[src/rtl/vgaconsole_term_ctrl_if.sv]
// Character stream, direct host write and text-buffer port bundle for the console write sequencer.
// The controller uses the slave modport; the surrounding system drives the master side.
interface vgaconsole_term_ctrl_if #(
    parameter int CHAR_W = 7
);
    logic              char_valid;
    logic [CHAR_W-1:0] char_data;
    logic              char_ready;

    logic              host_we;
    logic [4:0]        host_addr;
    logic [CHAR_W-1:0] host_wdata;

    logic [4:0]        buf_raddr;
    logic [CHAR_W-1:0] buf_rdata;
    logic              buf_we;
    logic [4:0]        buf_addr;
    logic [CHAR_W-1:0] buf_wdata;

    modport slave (
        input  char_valid, char_data, host_we, host_addr, host_wdata, buf_rdata,
        output char_ready, buf_raddr, buf_we, buf_addr, buf_wdata
    );

    modport master (
        output char_valid, char_data, host_we, host_addr, host_wdata, buf_rdata,
        input  char_ready, buf_raddr, buf_we, buf_addr, buf_wdata
    );
endinterface

[src/rtl/vgaconsole_term_ctrl.sv]
// Terminal-style write sequencer for the VGA console text buffer: cursor tracking, control codes,
// wrap, scroll-up and clear, with direct host writes always winning the buffer write port.
//
// state       | meaning
// S_IDLE      | ready for the next stream character
// S_PUT       | writing the latched printable character at the cursor
// S_SCROLL_CP | copying rows 1..N-1 up by one row
// S_SCROLL_CL | blanking the last row, then cursor to start of last row
// S_CLEAR_ALL | blanking the whole buffer, then cursor home
module vgaconsole_term_ctrl #(
    parameter int NUM_ROWS = 3,
    parameter int NUM_COLS = 10,
    parameter int CHAR_W   = 7
) (
    input  logic                        clk_i,
    input  logic                        rst_i,
    vgaconsole_term_ctrl_if.slave       bus_if,
    output logic [1:0]                  cursor_row_o,
    output logic [3:0]                  cursor_col_o,
    output logic                        busy_o,
    output logic                        scroll_pulse_o
);
    localparam int NUM_CHARS = NUM_ROWS * NUM_COLS;
    localparam logic [4:0] LAST_IDX  = 5'(NUM_CHARS - 1);
    localparam logic [4:0] LAST_BASE = 5'((NUM_ROWS - 1) * NUM_COLS);
    localparam logic [4:0] COLS_A    = 5'(NUM_COLS);
    localparam logic [4:0] CHARS_A   = 5'(NUM_CHARS);
    localparam logic [1:0] LAST_ROW  = 2'(NUM_ROWS - 1);
    localparam logic [3:0] LAST_COL  = 4'(NUM_COLS - 1);

    localparam logic [CHAR_W-1:0] C_SPACE = CHAR_W'(32'h20);
    localparam logic [CHAR_W-1:0] C_TILDE = CHAR_W'(32'h7E);
    localparam logic [CHAR_W-1:0] C_LF    = CHAR_W'(32'h0A);
    localparam logic [CHAR_W-1:0] C_CR    = CHAR_W'(32'h0D);
    localparam logic [CHAR_W-1:0] C_BS    = CHAR_W'(32'h08);
    localparam logic [CHAR_W-1:0] C_FF    = CHAR_W'(32'h0C);

    typedef enum logic [2:0] {
        S_IDLE,
        S_PUT,
        S_SCROLL_CP,
        S_SCROLL_CL,
        S_CLEAR_ALL
    } state_t;

    state_t            state_q, state_d;
    logic [1:0]        row_q, row_d;
    logic [3:0]        col_q, col_d;
    logic [4:0]        idx_q, idx_d;
    logic [CHAR_W-1:0] code_q, code_d;
    logic              pulse_q, pulse_d;

    logic              ctl_we;
    logic [4:0]        ctl_addr;
    logic [CHAR_W-1:0] ctl_wdata;
    logic [4:0]        cur_addr;
    logic              stall;

    assign cur_addr = 5'(row_q) * COLS_A + 5'(col_q);
    assign stall    = bus_if.host_we;

    always_ff @(posedge clk_i or posedge rst_i) begin
        if (rst_i) begin
            state_q <= S_IDLE;
            row_q   <= '0;
            col_q   <= '0;
            idx_q   <= '0;
            code_q  <= '0;
            pulse_q <= 1'b0;
        end else begin
            state_q <= state_d;
            row_q   <= row_d;
            col_q   <= col_d;
            idx_q   <= idx_d;
            code_q  <= code_d;
            pulse_q <= pulse_d;
        end
    end

    always_comb begin
        state_d          = state_q;
        row_d            = row_q;
        col_d            = col_q;
        idx_d            = idx_q;
        code_d           = code_q;
        pulse_d          = 1'b0;
        ctl_we           = 1'b0;
        ctl_addr         = '0;
        ctl_wdata        = '0;
        bus_if.buf_raddr = '0;
        case (state_q)
            S_IDLE: begin
                if (bus_if.char_valid) begin
                    if (bus_if.char_data >= C_SPACE && bus_if.char_data <= C_TILDE) begin
                        code_d  = bus_if.char_data;
                        state_d = S_PUT;
                    end else if (bus_if.char_data == C_LF) begin
                        col_d = '0;
                        if (row_q == LAST_ROW) begin
                            idx_d   = COLS_A;
                            state_d = S_SCROLL_CP;
                        end else begin
                            row_d = row_q + 2'd1;
                        end
                    end else if (bus_if.char_data == C_CR) begin
                        col_d = '0;
                    end else if (bus_if.char_data == C_BS) begin
                        if (col_q != '0) col_d = col_q - 4'd1;
                    end else if (bus_if.char_data == C_FF) begin
                        idx_d   = '0;
                        state_d = S_CLEAR_ALL;
                    end
                end
            end
            S_PUT: begin
                ctl_we    = 1'b1;
                ctl_addr  = cur_addr;
                ctl_wdata = code_q;
                if (!stall) begin
                    state_d = S_IDLE;
                    if (col_q == LAST_COL) begin
                        col_d = '0;
                        if (row_q == LAST_ROW) begin
                            idx_d   = COLS_A;
                            state_d = S_SCROLL_CP;
                        end else begin
                            row_d = row_q + 2'd1;
                        end
                    end else begin
                        col_d = col_q + 4'd1;
                    end
                end
            end
            S_SCROLL_CP: begin
                // Read-modify-write in one cycle: the buffer read is combinational.
                bus_if.buf_raddr = idx_q;
                ctl_we           = 1'b1;
                ctl_addr         = idx_q - COLS_A;
                ctl_wdata        = bus_if.buf_rdata;
                if (!stall) begin
                    if (idx_q == LAST_IDX) begin
                        idx_d   = LAST_BASE;
                        state_d = S_SCROLL_CL;
                    end else begin
                        idx_d = idx_q + 5'd1;
                    end
                end
            end
            S_SCROLL_CL: begin
                ctl_we    = 1'b1;
                ctl_addr  = idx_q;
                ctl_wdata = C_SPACE;
                if (!stall) begin
                    if (idx_q == LAST_IDX) begin
                        idx_d   = '0;
                        row_d   = LAST_ROW;
                        col_d   = '0;
                        pulse_d = 1'b1;
                        state_d = S_IDLE;
                    end else begin
                        idx_d = idx_q + 5'd1;
                    end
                end
            end
            S_CLEAR_ALL: begin
                ctl_we    = 1'b1;
                ctl_addr  = idx_q;
                ctl_wdata = C_SPACE;
                if (!stall) begin
                    if (idx_q == LAST_IDX) begin
                        idx_d   = '0;
                        row_d   = '0;
                        col_d   = '0;
                        state_d = S_IDLE;
                    end else begin
                        idx_d = idx_q + 5'd1;
                    end
                end
            end
            default: state_d = S_IDLE;
        endcase
    end

    always_comb begin
        bus_if.buf_we    = ctl_we;
        bus_if.buf_addr  = ctl_addr;
        bus_if.buf_wdata = ctl_wdata;
        if (bus_if.host_we) begin
            bus_if.buf_we    = (bus_if.host_addr < CHARS_A);
            bus_if.buf_addr  = bus_if.host_addr;
            bus_if.buf_wdata = bus_if.host_wdata;
        end
    end

    assign bus_if.char_ready = (state_q == S_IDLE);
    assign busy_o            = (state_q == S_SCROLL_CP) || (state_q == S_SCROLL_CL) ||
                               (state_q == S_CLEAR_ALL);
    assign scroll_pulse_o    = pulse_q;
    assign cursor_row_o      = row_q;
    assign cursor_col_o      = col_q;
endmodule

[src/flat_wrapper.sv]
// flat-port wrapper written by rule: the top's interface ports become plain ports
module vgaconsole_term_ctrl_flat 
#(
    parameter int NUM_ROWS = 3,
    parameter int NUM_COLS = 10,
    parameter int CHAR_W   = 7
)
  (clk_i, rst_i, cursor_row_o, cursor_col_o, busy_o, scroll_pulse_o, bus_if_char_valid, bus_if_char_data, bus_if_host_we, bus_if_host_addr, bus_if_host_wdata, bus_if_buf_rdata, bus_if_char_ready, bus_if_buf_raddr, bus_if_buf_we, bus_if_buf_addr, bus_if_buf_wdata);
  vgaconsole_term_ctrl_if #(.CHAR_W(CHAR_W)) bus_if_i ();
  input  logic clk_i;
  input  logic rst_i;
  output logic [1:0] cursor_row_o;
  output logic [3:0] cursor_col_o;
  output logic busy_o;
  output logic scroll_pulse_o;
  input wire logic [$bits(bus_if_i.char_valid)-1:0] bus_if_char_valid;
  input wire logic [$bits(bus_if_i.char_data)-1:0] bus_if_char_data;
  input wire logic [$bits(bus_if_i.host_we)-1:0] bus_if_host_we;
  input wire logic [$bits(bus_if_i.host_addr)-1:0] bus_if_host_addr;
  input wire logic [$bits(bus_if_i.host_wdata)-1:0] bus_if_host_wdata;
  input wire logic [$bits(bus_if_i.buf_rdata)-1:0] bus_if_buf_rdata;
  output wire logic [$bits(bus_if_i.char_ready)-1:0] bus_if_char_ready;
  output wire logic [$bits(bus_if_i.buf_raddr)-1:0] bus_if_buf_raddr;
  output wire logic [$bits(bus_if_i.buf_we)-1:0] bus_if_buf_we;
  output wire logic [$bits(bus_if_i.buf_addr)-1:0] bus_if_buf_addr;
  output wire logic [$bits(bus_if_i.buf_wdata)-1:0] bus_if_buf_wdata;
  assign bus_if_i.char_valid = bus_if_char_valid;
  assign bus_if_i.char_data = bus_if_char_data;
  assign bus_if_i.host_we = bus_if_host_we;
  assign bus_if_i.host_addr = bus_if_host_addr;
  assign bus_if_i.host_wdata = bus_if_host_wdata;
  assign bus_if_i.buf_rdata = bus_if_buf_rdata;
  assign bus_if_char_ready = bus_if_i.char_ready;
  assign bus_if_buf_raddr = bus_if_i.buf_raddr;
  assign bus_if_buf_we = bus_if_i.buf_we;
  assign bus_if_buf_addr = bus_if_i.buf_addr;
  assign bus_if_buf_wdata = bus_if_i.buf_wdata;
  vgaconsole_term_ctrl #(.NUM_ROWS(NUM_ROWS), .NUM_COLS(NUM_COLS), .CHAR_W(CHAR_W)) u_core (.clk_i(clk_i), .rst_i(rst_i), .bus_if(bus_if_i), .cursor_row_o(cursor_row_o), .cursor_col_o(cursor_col_o), .busy_o(busy_o), .scroll_pulse_o(scroll_pulse_o));
endmodule
[config.mk]
export PLATFORM = sky130hd
export DESIGN_NAME = vgaconsole_term_ctrl_flat
export DESIGN_NICKNAME = d
export VERILOG_FILES = /design/src/rtl/vgaconsole_term_ctrl_if.sv /design/src/rtl/vgaconsole_term_ctrl.sv /design/src/flat_wrapper.sv
export SDC_FILE = /design/constraint.sdc
export NUM_CORES = 1
export LEC_CHECK = 0
export CAP_MARGIN = 30
export CORE_ASPECT_RATIO = 0.7
export CORE_MARGIN = 5
export CORE_UTILIZATION = 55
export CTS_BUF_LIST = sky130_fd_sc_hd__clkbuf_8
export DETAILED_ROUTE_END_ITERATION = 8
export GPL_TIMING_DRIVEN = 0
export PLACE_DENSITY = 0.89
export SLEW_MARGIN = 30
export SYNTH_ARGS = -nofsm -noshare
export SYNTH_HDL_FRONTEND = slang
export SYNTH_SLANG_ARGS = --single-unit
[constraint.sdc]
create_clock -name clk_i -period 3.5 [get_ports clk_i]
set_input_delay 0.7 -clock clk_i [delete_from_list [all_inputs] [get_ports clk_i]]
set_output_delay 0.7 -clock clk_i [all_outputs]
set_load 0.03 [all_outputs]
==> out/results.ini <==
[status]
status=finished clean

[setup_path]
reg2reg_slack_ps=1030
r2r_cells=7
endpoint_kind=primary output
worst-path-buf-inv=3
critPathMaxStageDelay_ps=690
crit_type=flop to primary output
cp_slowest_cell=clkdlybuf4s50_1
critPathLaunchType=flop
reg2reg_from=u_core.idx_q[1]
critPathMaxFanout=10
required_ps=2800
crit_family=buffers and inverters

[layout]
buffer_area_share_pct=22.73
n_all_buffers=71
largest_class=multi-input combinational cells
post-route-cell-area_mm2=0.002890
drive_gt1_share_pct=13.87
clk_share_pct=1.905
inv_count=12
mostFrequentLayoutCells=clkdlybuf4s50_1 (53), dfrtp_1 (22), a21oi_1 (18), o21ai_0 (15), nand2_1 (14)
num-clock-buffers=4
seq_area_um2=550.5
syn_to_final_growth_pct=31.85
largest-register=u_core.code_q
comb_cells=201
num-fill-cells=306

[worst_hold_path]
hold_path.class=flop to flop
min_to=u_core.code_q[1]
hold_start=u_core.code_q[1]

[final_timing]
slew_headroom_pct=53.08
finalSetupTns_ps=0
clock_skew_ps=5.966
holdWs_ps=513.6
rsz0062_at_grt=false
drv_slew=0
period_needed_ps=3373
setup_ws_ps=127.1

[placement]
placed_area_mm2=0.002808
dp.cells=357

[die]
die_w_um=85.46
io_pins=57
core_mm2=0.003875
tap-cell-count=52
die_area_mm2=0.005368

[synthesis]
topCellsByArea=dfrtp_1 (25%), ha_1 (6.8%), mux2_2 (5.1%), a22o_1 (4.8%), a21oi_1 (4.1%)
synth-seq-area-share_pct=25.11
ys_sh_xor_pct=1.199
synth.mux.area_fraction_pct=7.192
synthArstFlopShare_pct=100.0
adder_share_pct=7.763
ys_types=71
ys_warn_count=0
flop_cell=dfrtp_1
syn_avg_cell_area_um2=8.768
synth.cellmix.compoundShare_pct=29.62
synth_dominant_cell_count=dfrtp_1
synth_area_mm2=0.002192
ys_top_logic_family=AND-OR/OR-AND gates

[power]
p_seq_uw=483
p_total_uw=2221
p_clk_uw=190
maxPowerGroup=combinational cells
seq_power_share_pct=21.7
p_comb_uw=1550
p_leak_uw=0.001220
internal_power_uw=1128

[clock_tree]
root_buffer=clkbuf_8
path_clk_slew_ps=90
cts.repair.resized=1
cts_tree=yes
cts_buffers=3
cts.sinks=22
hold_buffers=0
htreeDepth=1

[detailed_routing]
highest_layer=met4
wl_per_cell_um=18.15

[global_routing]
met1_usage_pct=36.87
globalRouteTotalUtil_pct=24.41
grt_overflow=0
globalRouteMet3Util_pct=6.324
grt_max_degree=23

[run]
drv_cap=0
warnings=31

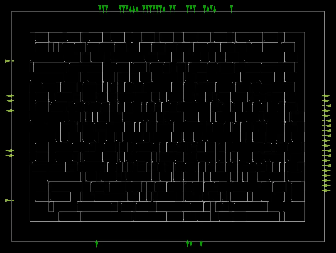
placement.png
Seq area share: 19.05%
final cell count without fillers: 362
Rows: 19
Post-Route Utilization: 74.59%
Flops: 22

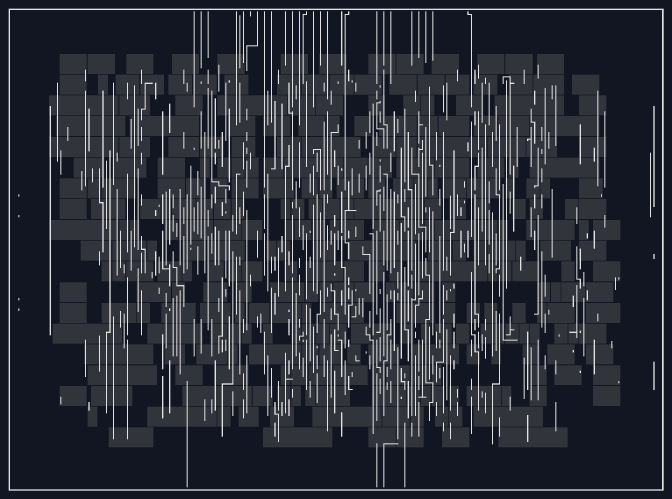
layer_met2.png
Cells faint in the background.
share of all routed wire: 42%
wire length on this layer: 2790 um
nets with wire on the layer: 298
met2 Track Usage GR: 34.98%
total wire length: 6572 um
DR vias: 2294

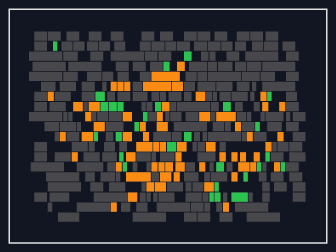
logic_types.png
| family | colour | cells |
|---|---|---|
| nand cells | green | 28 |
| aoi and oai cells | orange | 62 |

